==> images/pdn.png <==
The bar under the picture is 20 um long. Pins as bars on the die edge. Tap cells in gray.
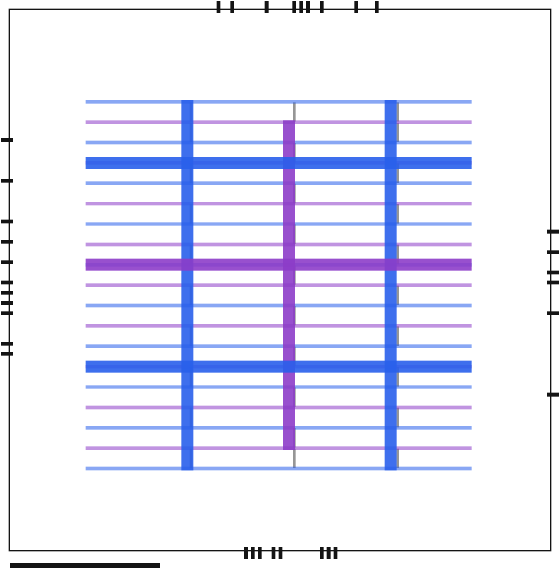
==> images/cell_classes.png <==
The bar under the picture is 20 um long.
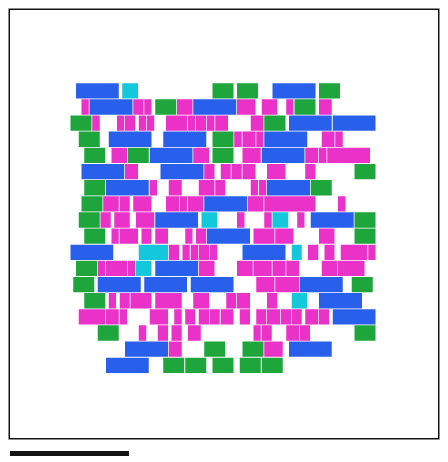
==> src/rtl/cnt_mon_pkg.sv <==
// ---------------------------------------------------------------------------
// Package: cnt_mon_pkg
// Purpose: Shared definitions for the counter step monitor.
//   - state_t : monitor FSM encoding (SYNC / TRACK / ERROR).
//   - next_exp: value a well-behaved up/down counter must show one edge after
//               it was seen at prevQ with mode prevM.
//
// next_exp works on a fixed wide vector so that callers of any width up to
// MAX_W can use it. The caller truncates the result to its own width, and
// that truncation is what produces the modulo-2^WIDTH wrap.
// ---------------------------------------------------------------------------
package cnt_mon_pkg;

    typedef enum logic [1:0] {
        ST_SYNC  = 2'b00,
        ST_TRACK = 2'b01,
        ST_ERROR = 2'b10
    } state_t;

    localparam int MAX_W = 16;

    // One step of an up/down counter: +1 when counting up, -1 when counting down
    function automatic logic [MAX_W-1:0] next_exp(input logic [MAX_W-1:0] prevQ,
                                                  input logic              prevM);
        return prevM ? (prevQ + MAX_W'(1)) : (prevQ - MAX_W'(1));
    endfunction

endpackage

==> src/rtl/count_step_monitor_sat_counter.sv <==
// ---------------------------------------------------------------------------
// Module: sat_counter
// Purpose: Saturating event tally. It counts in_inc pulses and sticks at the
//          all-ones value instead of rolling over.
// Ports:
//   in_clk   in   1   clock, rising edge
//   in_rst   in   1   synchronous active-high reset (highest priority)
//   in_inc   in   1   count one event this edge
//   in_clr   in   1   synchronous clear (beats in_inc)
//   o_count  out  W   current tally
// ---------------------------------------------------------------------------
module sat_counter #(
    parameter int W = 8
) (
    input  logic         in_clk,
    input  logic         in_rst,
    input  logic         in_inc,
    input  logic         in_clr,
    output logic [W-1:0] o_count
);

    logic [W-1:0] r_count;

    // Reset and clear both zero the tally. An increment is ignored once the
    // tally is full, so a long run of events leaves it pinned at max.
    always_ff @(posedge in_clk) begin
        if (in_rst) begin
            r_count <= '0;
        end else if (in_clr) begin
            r_count <= '0;
        end else if (in_inc && (r_count != '1)) begin
            r_count <= r_count + W'(1);
        end
    end

    assign o_count = r_count;

endmodule

==> src/rtl/count_step_monitor.sv <==
// ---------------------------------------------------------------------------
// Module: count_step_monitor
// Purpose: Watches a WIDTH-bit up/down counter and its mode input. It checks
//          that every step is +1 (mode=1) or -1 (mode=0) modulo 2^WIDTH,
//          flags up/down wraps, keeps saturating wrap tallies and latches the
//          first illegal step.
// Ports:
//   in_clk      in   1       clock, rising edge
//   in_rst      in   1       synchronous active-high reset
//   in_q        in   WIDTH   observed counter value
//   in_m        in   1       counter mode (1=up, 0=down)
//   in_clr      in   1       synchronous clear of error, tallies and tracking
//   o_state     out  2       00=SYNC, 01=TRACK, 10=ERROR
//   o_tc_up     out  1       one-cycle pulse: max -> 0 wrap seen
//   o_tc_dn     out  1       one-cycle pulse: 0 -> max wrap seen
//   o_up_wraps  out  WRAP_W  saturating up-wrap tally
//   o_dn_wraps  out  WRAP_W  saturating down-wrap tally
//   o_err       out  1       sticky illegal-step flag
//   o_exp       out  WIDTH   expected value at the first error
//   o_got       out  WIDTH   observed value at the first error
// ---------------------------------------------------------------------------
module count_step_monitor
    import cnt_mon_pkg::*;
#(
    parameter int WIDTH  = 3,
    parameter int WRAP_W = 8
) (
    input  logic              in_clk,
    input  logic              in_rst,
    input  logic [WIDTH-1:0]  in_q,
    input  logic              in_m,
    input  logic              in_clr,
    output logic [1:0]        o_state,
    output logic              o_tc_up,
    output logic              o_tc_dn,
    output logic [WRAP_W-1:0] o_up_wraps,
    output logic [WRAP_W-1:0] o_dn_wraps,
    output logic              o_err,
    output logic [WIDTH-1:0]  o_exp,
    output logic [WIDTH-1:0]  o_got
);

    localparam logic [WIDTH-1:0] MAX_Q = '1;

    state_t           r_state;
    logic [WIDTH-1:0] r_prevQ;
    logic             r_prevM;
    logic             r_tcUp;
    logic             r_tcDn;
    logic             r_err;
    logic [WIDTH-1:0] r_exp;
    logic [WIDTH-1:0] r_got;

    logic [WIDTH-1:0] w_expQ;
    logic             w_match;
    logic             w_upWrap;
    logic             w_dnWrap;

    // The value sampled now was produced by the mode sampled at the previous
    // edge, so the prediction comes from the previous value and mode. A wrap
    // counts only while tracking and only on a legal step. Reset and clear
    // priority is handled by the FSM and by the tally counters.
    assign w_expQ   = WIDTH'(next_exp(MAX_W'(r_prevQ), r_prevM));
    assign w_match  = (in_q == w_expQ);
    assign w_upWrap = (r_state == ST_TRACK) && w_match &&  r_prevM && (r_prevQ == MAX_Q);
    assign w_dnWrap = (r_state == ST_TRACK) && w_match && !r_prevM && (r_prevQ == '0);

    // Monitor FSM. SYNC takes one sample without checking it, so that the
    // first compare has a valid history. TRACK checks every step. ERROR
    // freezes the first failure until a clear or reset. The pulses are
    // registered here, so each pulse appears one cycle after the edge that
    // sampled the wrapped value.
    always_ff @(posedge in_clk) begin
        if (in_rst) begin
            r_state <= ST_SYNC;
            r_prevQ <= '0;
            r_prevM <= 1'b0;
            r_tcUp  <= 1'b0;
            r_tcDn  <= 1'b0;
            r_err   <= 1'b0;
            r_exp   <= '0;
            r_got   <= '0;
        end else if (in_clr) begin
            r_state <= ST_SYNC;
            r_prevQ <= '0;
            r_prevM <= 1'b0;
            r_tcUp  <= 1'b0;
            r_tcDn  <= 1'b0;
            r_err   <= 1'b0;
            r_exp   <= '0;
            r_got   <= '0;
        end else begin
            r_prevQ <= in_q;
            r_prevM <= in_m;
            r_tcUp  <= 1'b0;
            r_tcDn  <= 1'b0;
            case (r_state)
                ST_SYNC: begin
                    r_state <= ST_TRACK;
                end
                ST_TRACK: begin
                    if (!w_match) begin
                        r_state <= ST_ERROR;
                        r_err   <= 1'b1;
                        r_exp   <= w_expQ;
                        r_got   <= in_q;
                    end else begin
                        r_tcUp <= w_upWrap;
                        r_tcDn <= w_dnWrap;
                    end
                end
                ST_ERROR: begin
                    r_state <= ST_ERROR;
                end
                default: begin
                    r_state <= ST_SYNC;
                end
            endcase
        end
    end

    // Two independent saturating tallies, one per wrap direction
    sat_counter #(.W(WRAP_W)) u_upTally (
        .in_clk  (in_clk),
        .in_rst  (in_rst),
        .in_inc  (w_upWrap),
        .in_clr  (in_clr),
        .o_count (o_up_wraps)
    );

    sat_counter #(.W(WRAP_W)) u_dnTally (
        .in_clk  (in_clk),
        .in_rst  (in_rst),
        .in_inc  (w_dnWrap),
        .in_clr  (in_clr),
        .o_count (o_dn_wraps)
    );

    assign o_state = r_state;
    assign o_tc_up = r_tcUp;
    assign o_tc_dn = r_tcDn;
    assign o_err   = r_err;
    assign o_exp   = r_exp;
    assign o_got   = r_got;

endmodule
==> config.mk <==
export PLATFORM = sky130hd
export DESIGN_NAME = count_step_monitor
export DESIGN_NICKNAME = d
export VERILOG_FILES = /design/src/rtl/cnt_mon_pkg.sv /design/src/rtl/count_step_monitor_sat_counter.sv /design/src/rtl/count_step_monitor.sv
export SDC_FILE = /design/constraint.sdc
export NUM_CORES = 1
export LEC_CHECK = 0
export CORE_MARGIN = 10
export CORE_UTILIZATION = 52
export CTS_CLUSTER_SIZE = 25
export DETAILED_ROUTE_END_ITERATION = 10
export PLACE_DENSITY = 0.83
export SLEW_MARGIN = 20
export SYNTH_ARGS = -nofsm -noshare
export SYNTH_HDL_FRONTEND = slang
export SYNTH_SLANG_ARGS = --single-unit
==> constraint.sdc <==
create_clock -name in_clk -period 6.15 [get_ports in_clk]
set_clock_uncertainty 0.2 [all_clocks]
set_input_delay 1.23 -clock in_clk [delete_from_list [all_inputs] [get_ports in_clk]]
set_output_delay 1.23 -clock in_clk [all_outputs]
set_load 0.005 [all_outputs]
==> flow_metrics.py <==
# Generated from Yosys and OpenROAD reports
metrics = {
    "setup_path": {
        "crit_type": "primary input to register",
        "r2r_start": "r_prevQ[0]",
        "critPathBufInv": 1,
        "path_delay_family": "simple AND/OR/NAND/NOR gates",
        "critical_path_required_ps": 6210,
    },
    "synth": {
        "yosys_cells": 159,
        "synth_cell_types": 34,
        "top_area_cell": "dfxtp_1",
        "netlist_instances": 159,
    },
    "outcome": {
        "status": "completed",
    },
    "cts": {
        "cts_sinks": 31,
        "cts_root_buf": "clkbuf_4",
        "post_cts_resized": 0,
    },
    "cells_and_area": {
        "layout.nets": 205,
        "multi_input_comb_cells": 115,
        "clkCellAreaFrac_pct": 3.119,
    },
    "routing": {
        "dr.max_layer_used": "met4",
        "met1_length_um": 1472,
        "post-route-drc-count": 0,
        "firstDrtPassIters": 4,
    },
    "sta": {
        "min_period_ps": 3168,
        "rsz0062_at_grt": "no",
    },
    "die": {
        "coreArea_mm2": 0.002522,
        "num_rows": 18,
    },
    "placed_design": {
        "io_buffer_count": 33,
    },
    "global_routing": {
        "grt_first_pass_wirelength_um": 5761,
    },
}
-- pdn.png (at the start) --
legend:
  VSS:
    color: blue
  VDD:
    color: purple
met1 rails: 19
met5 straps: 3
rows: 18
tap cells: 30

-- cell_classes.png (at the start) --
legend:
  clock drivers and dummy loads:
    color: cyan
    cells: 7
  flops:
    color: blue
    cells: 31
  other buffers and delay cells:
    color: green
    cells: 33
  all other logic:
    color: magenta
    cells: 122

## power breakdown
| group | leakage (nW) | internal [mW] | total, mW | switching, mW |
|---|---|---|---|---|
| combinational | 0.368 | 0.0165 | 0.0364 | 0.0199 |
| clock | 0.0341 | 0.0529 | 0.120 | 0.0676 |
| sequential | 0.251 | 0.204 | 0.207 | 0.00255 |
| total | 0.653 | 0.273 | 0.363 | 0.0900 |
## worst max path at each step
stage	cells past startpoint	from	to
after global routing	6	in_q[1]	u_upTally.o_count[5]
after global placement	6	in_q[1]	u_dnTally.o_count[7]
after CTS	6	in_q[0]	u_upTally.o_count[5]
final	6	in_q[0]	u_upTally.o_count[5]
after floorplan	6	in_q[1]	u_dnTally.o_count[7]
after detailed placement	6	in_q[0]	u_upTally.o_count[5]
## sequential cells by signal, indices dropped and copies added (netlist names)
signal / count
u_dnTally.o_count: 8
o_tc_up: 1
o_tc_dn: 1
o_got: 3
r_prevQ: 3
o_exp: 3
o_err: 1
o_state: 2
u_upTally.o_count: 8
r_prevM: 1
## worst reg2reg max path: stages, from the launching register on
cell	delay, ps
dfxtp_1	440
inv_1	90
fa_1	600
xor2_1	190
and2_1	240
nand3_1	350
or4_1	590
a21oi_1	150
## through the flow
step	area (um^2)	power (mW)	instances	hold slack, ps	worst slack [ps]
floorplan	1411	0.2335	159	252.5	3269
global placement	1749	0.2462	216	248.9	2746
detailed placement	1749	0.2477	216	252.8	2652
CTS	1805	0.3670	223	266.3	2995
global route	1805	0.3791	223	313.4	2832
finish	1805	0.3634	223	267.4	2982
## cells in the final DEF (no fill, tap or decap), drive strengths merged, types with 6 or more instances in the layout
cell type / count
a21oi: 9
clkbuf: 6
clkdlybuf4s50: 33
dfxtp: 31
inv: 7
nand2: 16
nand3: 10
nor2: 11
o21ai: 10
or3: 6
No activity file was given, so power comes from the tool's default toggle rates.
